File: src/rtl/readout_rcv.sv
// Readout receiver: checks the Gray-coded channel sequence, assembles the serial header,
// buffers data words in a 4-deep FIFO and frames events for the downstream writer.
module readout_rcv #(
  parameter bit TMR = 1'b0
) (
  input  logic        i_clk,
  input  logic        i_rst_b,
  input  logic        i_push,
  input  logic [11:0] i_din,
  input  logic [3:0]  i_ado,
  input  logic        i_d13in,
  input  logic        i_d14in,
  input  logic        i_lastword,
  input  logic        i_wr_full,
  input  logic        i_clr_err,
  output logic [15:0] o_dout,
  output logic        o_dout_we,
  output logic        o_hdr_vld,
  output logic [7:0]  o_hdr_l1p,
  output logic [3:0]  o_hdr_sca,
  output logic [3:0]  o_hdr_flg,
  output logic        o_evt_done,
  output logic        o_evt_nodata,
  output logic [4:0]  o_smpcnt,
  output logic        o_err_seq,
  output logic        o_err_ovf
);

  localparam logic [1:0] ST_IDLE    = 2'd0;
  localparam logic [1:0] ST_COLLECT = 2'd1;
  localparam logic [1:0] ST_DRAIN   = 2'd2;

  localparam int unsigned NCP = TMR ? 3 : 1;

  logic [1:0]  r_st [NCP];
  logic [3:0]  r_ch [NCP];
  logic [1:0]  w_st, w_st_nx;
  logic [3:0]  w_ch_exp, w_ch_exp_nx, w_ch_post, w_ch_bin;

  logic [4:0]  r_smp, r_smp_evt, w_smp_post, w_smp_nx;
  logic        r_pend, w_pend_nx;
  logic        w_lock, w_done, w_nodata, w_seq_err;

  logic [15:0] r_mem [4];
  logic [1:0]  r_wp, r_rp;
  logic [2:0]  r_cnt;
  logic        w_empty, w_full, w_rd, w_wr, w_ovf;

  logic [14:0] r_hdr;
  logic        r_ovlp;
  logic        r_hdr_vld, r_evt_done, r_evt_nodata, r_err_seq, r_err_ovf;
  logic [7:0]  r_l1p;
  logic [3:0]  r_sca, r_flg;
  logic [4:0]  r_smpcnt;

  // Majority vote when triplicated; the copies all load the same next value.
  if (TMR) begin : g_tmr
    assign w_st     = (r_st[0] & r_st[1]) | (r_st[1] & r_st[2]) | (r_st[0] & r_st[2]);
    assign w_ch_exp = (r_ch[0] & r_ch[1]) | (r_ch[1] & r_ch[2]) | (r_ch[0] & r_ch[2]);
  end else begin : g_single
    assign w_st     = r_st[0];
    assign w_ch_exp = r_ch[0];
  end

  assign w_ch_bin = {i_ado[3],
                     i_ado[3] ^ i_ado[2],
                     i_ado[3] ^ i_ado[2] ^ i_ado[1],
                     i_ado[3] ^ i_ado[2] ^ i_ado[1] ^ i_ado[0]};

  assign w_empty = (r_cnt == 3'd0);
  assign w_full  = (r_cnt == 3'd4);
  assign w_rd    = !w_empty && !i_wr_full;
  assign w_wr    = i_push && (!w_full || w_rd);
  assign w_ovf   = i_push && w_full && !w_rd;

  // Matched or not, the next expected channel always follows the received one.
  assign w_ch_post  = i_push ? w_ch_bin + 4'd1 : w_ch_exp;
  assign w_smp_post = (i_push && (w_ch_bin == 4'hf) && (r_smp != 5'd31)) ? r_smp + 5'd1 : r_smp;

  always_comb begin
    w_st_nx     = w_st;
    w_ch_exp_nx = w_ch_post;
    w_smp_nx    = w_smp_post;
    w_pend_nx   = r_pend;
    w_lock      = 1'b0;
    w_done      = 1'b0;
    w_nodata    = 1'b0;
    w_seq_err   = i_push && ((w_ch_bin != w_ch_exp) || ((w_ch_bin == 4'hf) && i_d13in));
    case (w_st)
      ST_IDLE, ST_COLLECT: begin
        if (i_lastword) begin
          if ((w_st == ST_IDLE) && !i_push) begin
            w_done   = 1'b1;
            w_nodata = 1'b1;
          end else begin
            // Close the event now so words pushed while draining start the next one.
            if (w_ch_post != 4'd0) w_seq_err = 1'b1;
            w_lock      = 1'b1;
            w_st_nx     = ST_DRAIN;
            w_pend_nx   = 1'b0;
            w_ch_exp_nx = 4'd0;
            w_smp_nx    = 5'd0;
          end
        end else if (i_push) begin
          w_st_nx = ST_COLLECT;
        end
      end
      ST_DRAIN: begin
        if (i_lastword) w_seq_err = 1'b1;
        if (i_push) w_pend_nx = 1'b1;
        if (w_empty) begin
          w_done  = 1'b1;
          w_st_nx = (r_pend || i_push) ? ST_COLLECT : ST_IDLE;
        end
      end
      default: w_st_nx = ST_IDLE;
    endcase
  end

  always_ff @(posedge i_clk or negedge i_rst_b) begin
    if (!i_rst_b) begin
      for (int unsigned i = 0; i < NCP; i++) begin
        r_st[i] <= ST_IDLE;
        r_ch[i] <= 4'd0;
      end
      r_smp     <= 5'd0;
      r_smp_evt <= 5'd0;
      r_pend    <= 1'b0;
    end else begin
      for (int unsigned i = 0; i < NCP; i++) begin
        r_st[i] <= w_st_nx;
        r_ch[i] <= w_ch_exp_nx;
      end
      r_smp  <= w_smp_nx;
      r_pend <= w_pend_nx;
      if (w_lock) r_smp_evt <= w_smp_post;
    end
  end

  always_ff @(posedge i_clk or negedge i_rst_b) begin
    if (!i_rst_b) begin
      for (int i = 0; i < 4; i++) r_mem[i] <= 16'd0;
      r_wp  <= 2'd0;
      r_rp  <= 2'd0;
      r_cnt <= 3'd0;
    end else begin
      if (w_wr) begin
        r_mem[r_wp] <= {w_ch_bin, i_din};
        r_wp        <= r_wp + 2'd1;
      end
      if (w_rd) r_rp <= r_rp + 2'd1;
      r_cnt <= r_cnt + {2'b00, w_wr} - {2'b00, w_rd};
    end
  end

  always_ff @(posedge i_clk or negedge i_rst_b) begin
    if (!i_rst_b) begin
      r_hdr     <= 15'd0;
      r_ovlp    <= 1'b0;
      r_hdr_vld <= 1'b0;
      r_l1p     <= 8'd0;
      r_sca     <= 4'd0;
      r_flg     <= 4'd0;
    end else begin
      r_hdr_vld <= 1'b0;
      if (i_push) begin
        for (int i = 0; i < 15; i++) begin
          if (w_ch_bin == 4'(i)) r_hdr[i] <= i_d13in;
        end
        if (w_ch_bin == 4'd0) r_ovlp <= ~i_d14in;
        if (w_ch_bin == 4'hf) begin
          r_hdr_vld <= 1'b1;
          r_l1p     <= r_hdr[7:0];
          r_sca     <= r_hdr[11:8];
          r_flg     <= {r_ovlp, r_hdr[14], r_hdr[13], r_hdr[12]};
        end
      end
    end
  end

  always_ff @(posedge i_clk or negedge i_rst_b) begin
    if (!i_rst_b) begin
      r_evt_done   <= 1'b0;
      r_evt_nodata <= 1'b0;
      r_smpcnt     <= 5'd0;
      r_err_seq    <= 1'b0;
      r_err_ovf    <= 1'b0;
    end else begin
      r_evt_done   <= w_done;
      r_evt_nodata <= w_done && w_nodata;
      if (w_done) r_smpcnt <= w_nodata ? 5'd0 : r_smp_evt;
      if (w_seq_err)      r_err_seq <= 1'b1;
      else if (i_clr_err) r_err_seq <= 1'b0;
      if (w_ovf)          r_err_ovf <= 1'b1;
      else if (i_clr_err) r_err_ovf <= 1'b0;
    end
  end

  assign o_dout       = r_mem[r_rp];
  assign o_dout_we    = w_rd;
  assign o_hdr_vld    = r_hdr_vld;
  assign o_hdr_l1p    = r_l1p;
  assign o_hdr_sca    = r_sca;
  assign o_hdr_flg    = r_flg;
  assign o_evt_done   = r_evt_done;
  assign o_evt_nodata = r_evt_nodata;
  assign o_smpcnt     = r_smpcnt;
  assign o_err_seq    = r_err_seq;
  assign o_err_ovf    = r_err_ovf;

endmodule

File: config.mk
export PLATFORM = sky130hd
export DESIGN_NAME = readout_rcv
export DESIGN_NICKNAME = d
export VERILOG_FILES = /design/src/rtl/readout_rcv.sv
export SDC_FILE = /design/constraint.sdc
export NUM_CORES = 1
export LEC_CHECK = 0
export CORE_UTILIZATION = 55
export DETAILED_ROUTE_END_ITERATION = 7
export GPL_TIMING_DRIVEN = 1
export MAX_ROUTING_LAYER = met4
export PLACE_DENSITY = 0.74
export SYNTH_ARGS = -nofsm -noshare
export SYNTH_HDL_FRONTEND = slang
export SYNTH_SLANG_ARGS = --single-unit
File: constraint.sdc
create_clock -name i_clk -period 6.2 [get_ports i_clk]
set_clock_uncertainty 0.2 [all_clocks]
set_input_delay 1.24 -clock i_clk [delete_from_list [all_inputs] [get_ports i_clk]]
set_output_delay 1.24 -clock i_clk [all_outputs]
set_load 0.01 [all_outputs]
run_1/wires.png
Scale bar: 20 µm.
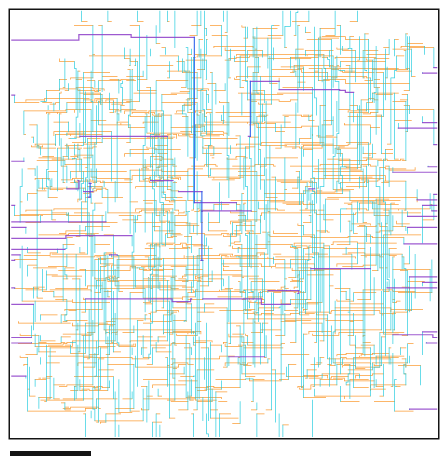
metal 4 -> blue  # wire length 74.8 µm
metal 3 -> purple  # wire length 429 µm
metal 2 -> cyan  # wire length 5570 µm
metal 1 -> orange  # wire length 4740 µm

run_1/clocks.png
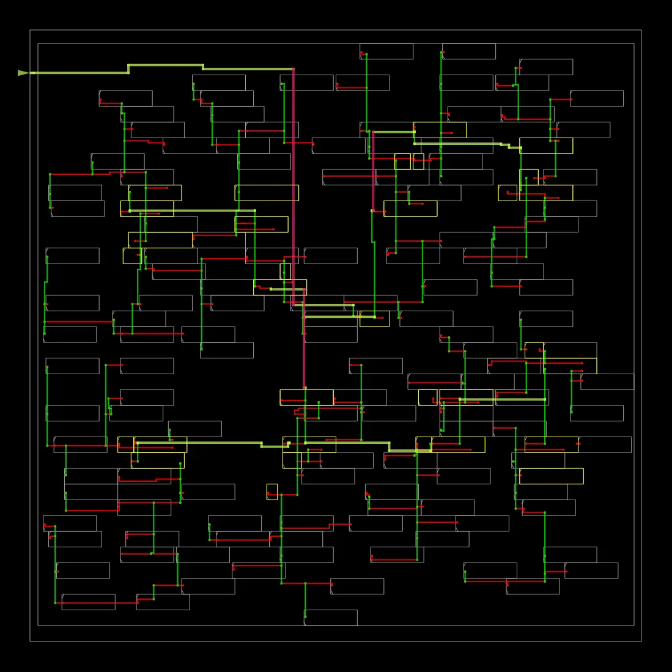
total clock network power: 987 µW
clock buffer count in the final layout: 17

run_1/io_placement.png
Pins as bars across the die edge, other pins in grey.
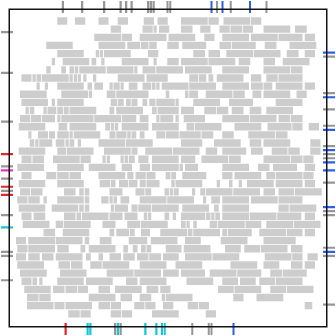
i_din -> blue  # pins 12, direction input, edge 8 east, 3 north, 1 south
o_hdr_l1p -> cyan  # pins 8, direction output, edge 7 south, 1 west
o_hdr_flg -> red  # pins 4, direction output, edge 3 west, 1 south
i_d13in -> magenta  # pins 1, direction input, edge west
all pins by edge = 21 east, 17 north, 15 west, 14 south

run_1/clk_routes.png
Scale bar: 20 µm.
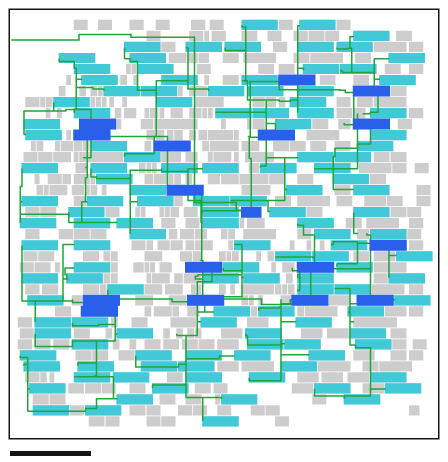
clock wires -> green  # length 1450 µm
flip-flops -> cyan  # count 130
clock drivers -> blue  # count 17
routed clock nets = 18

[run 1: layout make-up]
class                   count  area [µm²]  area share
well taps                 136       170.2     0.02367
repair buffers             68       673.1     0.09363
multi-input cells         256        2442      0.3397
clock buffers              17       414.1     0.05761
clock inverters            15       180.2     0.02506
inverters                  15       56.30    0.007832
flip-flops and latches    130        3253      0.4525
[run 1: state kept, by name, indices dropped and copies added (netlist names), 4 cells and up]
name	flops
r_hdr	15
r_ch	4
r_smp_evt	5
o_hdr_l1p	8
o_hdr_sca	4
r_mem	64
o_hdr_flg	4
o_smpcnt	5
r_smp	5
[run 1: path summary, 6_finish.rpt]
check	startpoint	endpoint	slack [ns]	cells past startpoint
hold reg to reg	r_mem[29]$_DFFE_PN0P_	r_mem[29]$_DFFE_PN0P_	0.28	2
max in group asynchronous	i_rst_b	r_mem[28]$_DFFE_PN0P_	3.84	2
min in group asynchronous	i_rst_b	r_mem[42]$_DFFE_PN0P_	0.62	1
hold / removal	r_mem[29]$_DFFE_PN0P_	r_mem[29]$_DFFE_PN0P_	0.28	2
setup reg to reg	r_cnt[1]$_DFF_PN0_	r_cnt[2]$_DFF_PN0_	3.58	9
setup / recovery	r_rp[0]$_DFFE_PN0P_	o_dout[5]	2.02	2
[run 1: per-stage QoR]
stage,utilization,hold slack [ns]
2_1_floorplan,-,0.2434
3_3_place_gp,0.6360,0.2587
3_5_place_dp,0.6360,0.2707
4_1_cts,0.6933,0.2830
5_1_grt,0.6933,0.3026
6_report,0.6933,0.2789
[run 1: critical path, delay by kind of cell, from the launching register on]
kind,cells,cell delay (ns)
buffers and inverters,1,0.49
muxes,1,0.63
DFF,1,1.11
==> Implementation_results.wiki, run 1 <==
=== Synthesis and place and route ===
{| class="wikitable"
! Metric !! Value
|-
| Clock buffer count from CTS || 17
|-
| Overflow left after global routing || 0
|-
| Share of the synthesized area in the top cell type || 0.5501
|-
| Period utilisation layout || 0.6750
|-
| Remaining antenna violation count || 0
|-
| Die width || 105.7 µm
|-
| Yosys warning tally || 0
|-
| Final TNS setup || 0 ns
|-
| Row count || 37
|-
| Netlist Area Pre-Place || 5913 µm²
|-
| Sink count of the clock tree || 130
|-
| Post-synthesis cell count || 417
|-
| Ranking of synthesized cells by instance count || sky130_fd_sc_hd__dfrtp_1, sky130_fd_sc_hd__mux2_2, sky130_fd_sc_hd__nand2_1
|-
| Synth mux share || 0.2393
|-
| Grt peak-use layer || met2
|-
| Synthesized-area fraction occupied by ao, oa, aoi and oai cells || 0.03555
|-
| Number of inserted filler cells in the final layout || 731
|-
| DR vias/cell || 5.485
|-
| Number of buffers between clock root and the deepest sink || 2
|-
| Dominant power group || registers
|-
| Total number of warnings across the stage logs || 35
|-
| # placed instances || 605
|-
| Count of port buffers added during placement || 66
|-
| Starting Density || 0.5702
|-
| Max layer used || met4
|-
| Number of global-route vias before repair || 3745
|-
| Most instantiated logic cell after routing || sky130_fd_sc_hd__dfrtp_1
|-
| Fa+ha+maj area frac || 0.03936
|-
| CTS tree || built
|-
| Count of library flops with an enable pin || 0
|-
| Element type at the critical path end || primary output
|-
| CTS Hold Buffers Added || 0
|-
| # setup viols final || 0
|-
| CP Data Arrival Time || 2.74 ns
|-
| Count of unresolved DRC violations after routing || 0
|-
| Antenna fix cells || 0
|-
| Core outline area || 10370 µm²
|-
| WL met3 || 428 µm
|-
| Finished layout cell area || 7189 µm²
|-
| Power density of the placed cells || 526.8 nW/µm²
|-
| Count of buffers added by post-CTS timing repair for setup || 0
|-
| Post-place setup slack || 1.671 ns
|-
| Post-synth area from yosys stat || 5913 µm²
|-
| Source-to-sink clock delay at the later pin of the worst-skew pair || 0.51 ns
|-
| Final instance count without filler cells || 637
|-
| Sequential logic power || 1480 µW
|-
| Setup repair after global routing missed its margin || no
|-
| Startpoint type of the worst setup path || flop
|-
| Status || finished, final reports clean
|-
| Sw Ratio || 0.2992
|-
| Share of flip-flops with an asynchronous set or reset || 1.000
|-
| Max-slew headroom at the worst pin || 0.2289
|-
| Net load switching power || 1133 µW
|-
| Required @ worst endpoint || 4.76 ns
|-
| Min Clock Period, post-route || 4.185 ns
|-
| Final estimated routing congestion in global placement || 0.8079
|-
| Synthesized net count || 459
|-
| Setup slack after layout || 2.015 ns
|-
| Count of pins over their slew limit || 0
|-
| Relative contribution of combinational cells to total power || 0.349
|-
| Proportion of power drawn by flip-flops and latches || 0.391
|-
| Number of maximum-capacitance constraint violations || 0
|-
| Synth Area in Simple Gates || 0.07956
|-
| Count of unique library cells instantiated by Yosys || 43
|-
| Logic power comb || 1320 µW
|-
| Final hold violation count || 0
|-
| WS Path Type || flop to primary output
|-
| Metal1 wirelength || 4737 µm
|-
| Initial DRC Count || 124
|-
| GR Layer Usage met2 || 0.3744
|-
| Clk network pwr share || 0.260
|-
| Die boundary height || 105.7 µm
|-
| Leak pwr || 0.003255 µW
|-
| Met3 Use GR || 0.07050
|-
| Top cell type by total area after synthesis || sky130_fd_sc_hd__dfrtp_1
|-
| Final Power || 3788 µW
|-
| Via count || 3494
|-
| Worst-path maximum fanout || 18
|-
| Synthesized registers || 130
|-
| Proportion of synthesized chip area in sequential cells || 0.5501
|-
| Xor/xnor share || 0.01926
|-
| Proportion of layout cells with a drive suffix above 1 || 0.2914
|-
| Internal cell power || 2654 µW
|-
| Area growth syn-to-layout || 21.58%
|-
| Wire length of the first global-routing pass || 18520 µm
|-
| Post-Syn Area per Cell || 14.18 µm²
|-
| Cell chosen for the clock root || sky130_fd_sc_hd__clkbuf_8
|-
| Maximum number of pins on one net before global-route repair || 68
|-
| Wire length after detailed routing || 10810 µm
|-
| Clk pin slew, worst setup/hold paths || 0.06 ns
|-
| Hold WC Path Type || flop to flop
|-
| Max Clock Freq || 0.2390 GHz
|-
| Dominant combinational cell family by area after synthesis || multiplexers
|-
| GR Layer Usage met1 || 0.2659
|-
| Maximum level of the CTS H-tree || 4
|-
| Final routed wire length divided by cell count || 16.96 µm
|-
| Top cells by area || sky130_fd_sc_hd__dfrtp_1, sky130_fd_sc_hd__mux2_2, sky130_fd_sc_hd__mux4_2, sky130_fd_sc_hd__mux2_4, sky130_fd_sc_hd__ha_1
|-
| Full die area || 11170 µm²
|-
| Number of cell instances after yosys synthesis || 417
|-
| CTS-repair resized insts || 0
|-
| Post-synth top flop || sky130_fd_sc_hd__dfrtp_1
|-
| Most popular library cell in the synthesized design by count || sky130_fd_sc_hd__dfrtp_1
|}
==> run 1 -> run 2 <==
--- a/config.mk
+++ b/config.mk
@@ -5,11 +5,11 @@
 export SDC_FILE = /design/constraint.sdc
 export NUM_CORES = 1
 export LEC_CHECK = 0
-export CORE_UTILIZATION = 55
+export CORE_UTILIZATION = 51
 export DETAILED_ROUTE_END_ITERATION = 7
 export GPL_TIMING_DRIVEN = 1
 export MAX_ROUTING_LAYER = met4
-export PLACE_DENSITY = 0.74
+export PLACE_DENSITY = 0.72
 export SYNTH_ARGS = -nofsm -noshare
 export SYNTH_HDL_FRONTEND = slang
 export SYNTH_SLANG_ARGS = --single-unit
==> constraint.sdc (replaced) <==
create_clock -name i_clk -period 3.5 [get_ports i_clk]
set_clock_uncertainty 0.2 [all_clocks]
set_input_delay 0.7 -clock i_clk [delete_from_list [all_inputs] [get_ports i_clk]]
set_output_delay 0.7 -clock i_clk [all_outputs]
set_load 0.01 [all_outputs]
run_2/flops_by_reg.png
Other sequential cells in the stronger grey, the rest of the logic in the fainter grey.
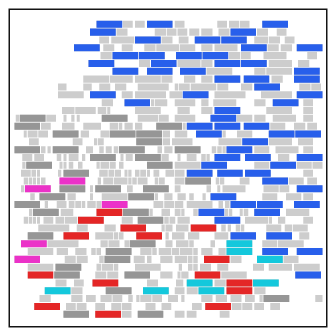
r_hdr -> red  # sequential cells 15
r_smp_evt -> magenta  # sequential cells 5, where west
o_hdr_l1p -> cyan  # sequential cells 8
r_mem -> blue  # sequential cells 64
not coloured = 38

run_2/wires.png
Scale bar: 20 µm.
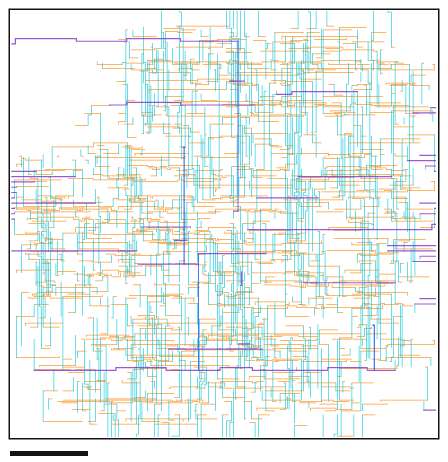
metal 1 -> orange  # wire length 5000 µm
metal 4 -> blue  # wire length 115 µm
metal 3 -> purple  # wire length 576 µm
metal 2 -> cyan  # wire length 5440 µm

==> Implementation_results.wiki, run 2 <==
=== Synthesis and place and route ===
{| class="wikitable"
! Metric !! Value
|-
| Status || finished, final reports clean (unchanged)
|-
| Required @ worst endpoint || 2.60 ns (was 4.76 ns)
|-
| Clock buffer count from CTS || 17 (unchanged)
|-
| Final estimated routing congestion in global placement || 0.7935 (was 0.8079)
|-
| Final hold violation count || 0 (unchanged)
|-
| # setup viols final || 0 (unchanged)
|-
| Via count || 3500 (was 3494)
|-
| Source-to-sink clock delay at the later pin of the worst-skew pair || 0.41 ns (was 0.51 ns)
|-
| Overflow left after global routing || 0 (unchanged)
|-
| Top cell type by total area after synthesis || sky130_fd_sc_hd__dfrtp_1 (unchanged)
|-
| WS Path Type || flop to primary output (unchanged)
|-
| Sequential logic power || 2520 µW (was 1480 µW)
|-
| Final instance count without filler cells || 651 (was 637)
|-
| Final core utilization || 0.6638 (was 0.6933)
|-
| Ports placed on the boundary || 67 (unchanged)
|-
| CP Data Arrival Time || 2.21 ns (was 2.74 ns)
|-
| Met3 Use GR || 0.07469 (was 0.07050)
|-
| Post-synth area from yosys stat || 5913 µm² (unchanged)
|-
| Number of cell instances after yosys synthesis || 417 (unchanged)
|-
| Die boundary height || 109.7 µm (was 105.7 µm)
|-
| Logic power comb || 2470 µW (was 1320 µW)
|-
| All-layer global routing usage || 0.2183 (was 0.2246)
|-
| Share of flip-flops with an asynchronous set or reset || 1.000 (unchanged)
|-
| Ranking of synthesized cells by instance count || sky130_fd_sc_hd__dfrtp_1, sky130_fd_sc_hd__mux2_2, sky130_fd_sc_hd__nand2_1 (unchanged)
|-
| Post-place setup slack || 0.005312 ns (was 1.671 ns)
|-
| Wire length after detailed routing || 11130 µm (was 10810 µm)
|-
| CTS-repair resized insts || 0 (unchanged)
|-
| CTS tree || built (unchanged)
|-
| Post-synthesis cell count || 417 (unchanged)
|-
| Hold WC Path Type || primary input to async pin (was flop to flop)
|-
| Total clock network power || 2030 µW (was 987 µW)
|-
| Core outline area || 11080 µm² (was 10370 µm²)
|-
| Proportion of synthesized chip area in sequential cells || 0.5501 (unchanged)
|-
| Period utilisation layout || 0.8872
|-
| WL met3 || 576 µm (was 428 µm)
|-
| Power density of the placed cells || 954.0 nW/µm² (was 526.8 nW/µm²)
|-
| Count of buffers added by post-CTS timing repair for setup || 0 (unchanged)
|-
| Yosys warning tally || 0 (unchanged)
|-
| Final routed wire length divided by cell count || 17.10 µm (was 16.96 µm)
|-
| Initial antenna violation count || 1 (was 0)
|-
| Grt peak-use layer || met2 (unchanged)
|-
| Leak pwr || 0.003338 µW (was 0.003255 µW)
|-
| Number of nets in the finished design || 539 (was 530)
|-
| Total number of warnings across the stage logs || 35 (unchanged)
|-
| Max-slew headroom at the worst pin || 0.5027 (was 0.2289)
|-
| Cell chosen for the clock root || sky130_fd_sc_hd__clkbuf_16 (was sky130_fd_sc_hd__clkbuf_8)
|-
| Remaining antenna violation count || 0 (unchanged)
|-
| Max Clock Freq || 0.3221 GHz
|-
| Element type at the critical path end || primary output (unchanged)
|-
| Count of port buffers added during placement || 66 (unchanged)
|-
| Metal1 wirelength || 5004 µm (was 4737 µm)
|-
| Initial DRC Count || 129 (was 124)
|-
| GR Layer Usage met1 || 0.2711 (was 0.2659)
|-
| Top cells by area || sky130_fd_sc_hd__dfrtp_1, sky130_fd_sc_hd__mux2_2, sky130_fd_sc_hd__mux4_2, sky130_fd_sc_hd__mux2_4, sky130_fd_sc_hd__ha_1 (unchanged)
|-
| Post-Syn Area per Cell || 14.18 µm² (unchanged)
|-
| Wire length of the first global-routing pass || 18710 µm (was 18520 µm)
|-
| Sw Ratio || 0.2865 (was 0.2992)
|-
| Sum of net half-perimeters after detailed placement || 7348 µm (was 6702 µm)
|-
| Setup slack after layout || 0.3949 ns (was 2.015 ns)
|-
| Max layer used || met4 (unchanged)
|-
| Worst hold slack || 0.1383 ns (was 0.2789 ns)
|-
| Starting Density || 0.5338 (was 0.5702)
|-
| Number of global-route vias before repair || 3774 (was 3745)
|-
| Netlist Area Pre-Place || 5913 µm² (unchanged)
|-
| Maximum number of pins on one net before global-route repair || 60 (was 68)
|-
| Synthesized net count || 459 (unchanged)
|-
| # placed instances || 618 (was 605)
|-
| Area growth syn-to-layout || 24.35% (was 21.58%)
|-
| Count of pins over their slew limit || 0 (unchanged)
|-
| Startpoint type of the worst setup path || flop (unchanged)
|-
| Setup repair after global routing missed its margin || no (unchanged)
|-
| Full die area || 12030 µm² (was 11170 µm²)
|-
| Transition time at the pin with the least slew margin || 0.7460 ns (was 1.157 ns)
|-
| Number of buffers between clock root and the deepest sink || 2 (unchanged)
|-
| Share of the synthesized area in the top cell type || 0.5501 (unchanged)
|-
| Highest-count cells in the layout ignoring fill and taps || sky130_fd_sc_hd__dfrtp_1, sky130_fd_sc_hd__mux2_2, sky130_fd_sc_hd__clkdlybuf4s50_1 (unchanged)
|-
| Finished layout cell area || 7353 µm² (was 7189 µm²)
|-
| Final TNS setup || 0 ns (unchanged)
|-
| Number of flip-flops under the largest register name || 64 (unchanged)
|-
| Relative contribution of combinational cells to total power || 0.352 (was 0.349)
|-
| Area after detailed placement || 6668 µm² (was 6595 µm²)
|-
| Count of library flops with an enable pin || 0 (unchanged)
|-
| Min Clock Period, post-route || 3.105 ns
|-
| CTS Hold Buffers Added || 0 (unchanged)
|-
| Most popular library cell in the synthesized design by count || sky130_fd_sc_hd__dfrtp_1 (unchanged)
|-
| Sink count of the clock tree || 130 (unchanged)
|-
| Post-synth top flop || sky130_fd_sc_hd__dfrtp_1 (unchanged)
|-
| Count of unique library cells instantiated by Yosys || 43 (unchanged)
|-
| DR vias/cell || 5.376 (was 5.485)
|-
| Number of maximum-capacitance constraint violations || 0 (unchanged)
|-
| Clk pin slew, worst setup/hold paths || 0.06 ns (about the same)
|-
| Synthesized registers || 130 (unchanged)
|-
| Dominant power group || registers (unchanged)
|-
| Maximum level of the CTS H-tree || 4 (unchanged)
|-
| Net load switching power || 2010 µW (was 1133 µW)
|-
| Proportion of layout cells with a drive suffix above 1 || 0.3039 (was 0.2914)
|-
| Most instantiated logic cell after routing || sky130_fd_sc_hd__dfrtp_1 (unchanged)
|-
| Row count || 38 (was 37)
|-
| Proportion of power drawn by flip-flops and latches || 0.359 (was 0.391)
|-
| Total length of routed met2 wires || 5437 µm (was 5565 µm)
|-
| Clk network pwr share || 0.289 (was 0.260)
|-
| Die width || 109.7 µm (was 105.7 µm)
|-
| Largest voltage drop on the vdd net || 0.5891 mV (was 0.3302 mV)
|-
| Count of unresolved DRC violations after routing || 0 (unchanged)
|-
| Worst-path maximum fanout || 16 (was 18)
|-
| Internal cell power || 5005 µW (was 2654 µW)
|-
| Final Power || 7015 µW (was 3788 µW)
|-
| Top register by number of flip-flops || r_mem (unchanged)
|-
| GR Layer Usage met2 || 0.3378 (was 0.3744)
|-
| TritonRoute pass-1 iters || 4 (unchanged)
|}
[run 2: worst paths after layout]
| check | from | end | slack, ns | cells after the start |
|---|---|---|---|---|
| setup / recovery | r_rp[0]$_DFFE_PN0P_ | o_dout[6] | 0.39 | 3 |
| hold / removal | i_rst_b | o_hdr_vld$_DFF_PN0_ | 0.14 | 1 |
| setup reg to reg | r_cnt[1]$_DFF_PN0_ | r_cnt[2]$_DFF_PN0_ | 0.93 | 9 |
| hold reg to reg | r_mem[13]$_DFFE_PN0P_ | r_mem[13]$_DFFE_PN0P_ | 0.28 | 2 |
| max in group asynchronous | i_rst_b | r_smp_evt[4]$_DFFE_PN0P_ | 2.10 | 2 |
| min in group i_clk | r_mem[13]$_DFFE_PN0P_ | r_mem[13]$_DFFE_PN0P_ | 0.28 | 2 |
[run 2: kinds of logic (layout without fill, tap and decap cells)]
logic type,after synthesis,after routing,share of synthesized area
flip-flops,130,130,0.5501
multiplexers,105,105,0.2393
AND/OR/NAND/NOR,84,84,0.07956
AND-OR/OR-AND,36,36,0.03555
buffers and inverters,31,124,0.03682
adder cells (fa/ha/maj),18,18,0.03936
XOR/XNOR,13,13,0.01926
other,0,1,0
[run 2: critical path, stage by stage (launching register included)]
cell and delay [ns]:
sky130_fd_sc_hd__dfrtp_1 0.37, sky130_fd_sc_hd__buf_4 0.35, sky130_fd_sc_hd__mux4_2 0.55, sky130_fd_sc_hd__clkdlybuf4s50_1 0.51
[run 2: final cells by class]
class                   instances  area [µm²]
fillers                       821        3725
flip-flops and latches        130        3253
multi-input cells             256        2442
repair buffers                 77       740.7
clock buffers                  19       452.9
clock inverters                13       230.2
well taps                     140       175.2
inverters                      15       56.30
diodes                          1       2.502
No activity file was given, so power comes from the tool's default toggle rates.
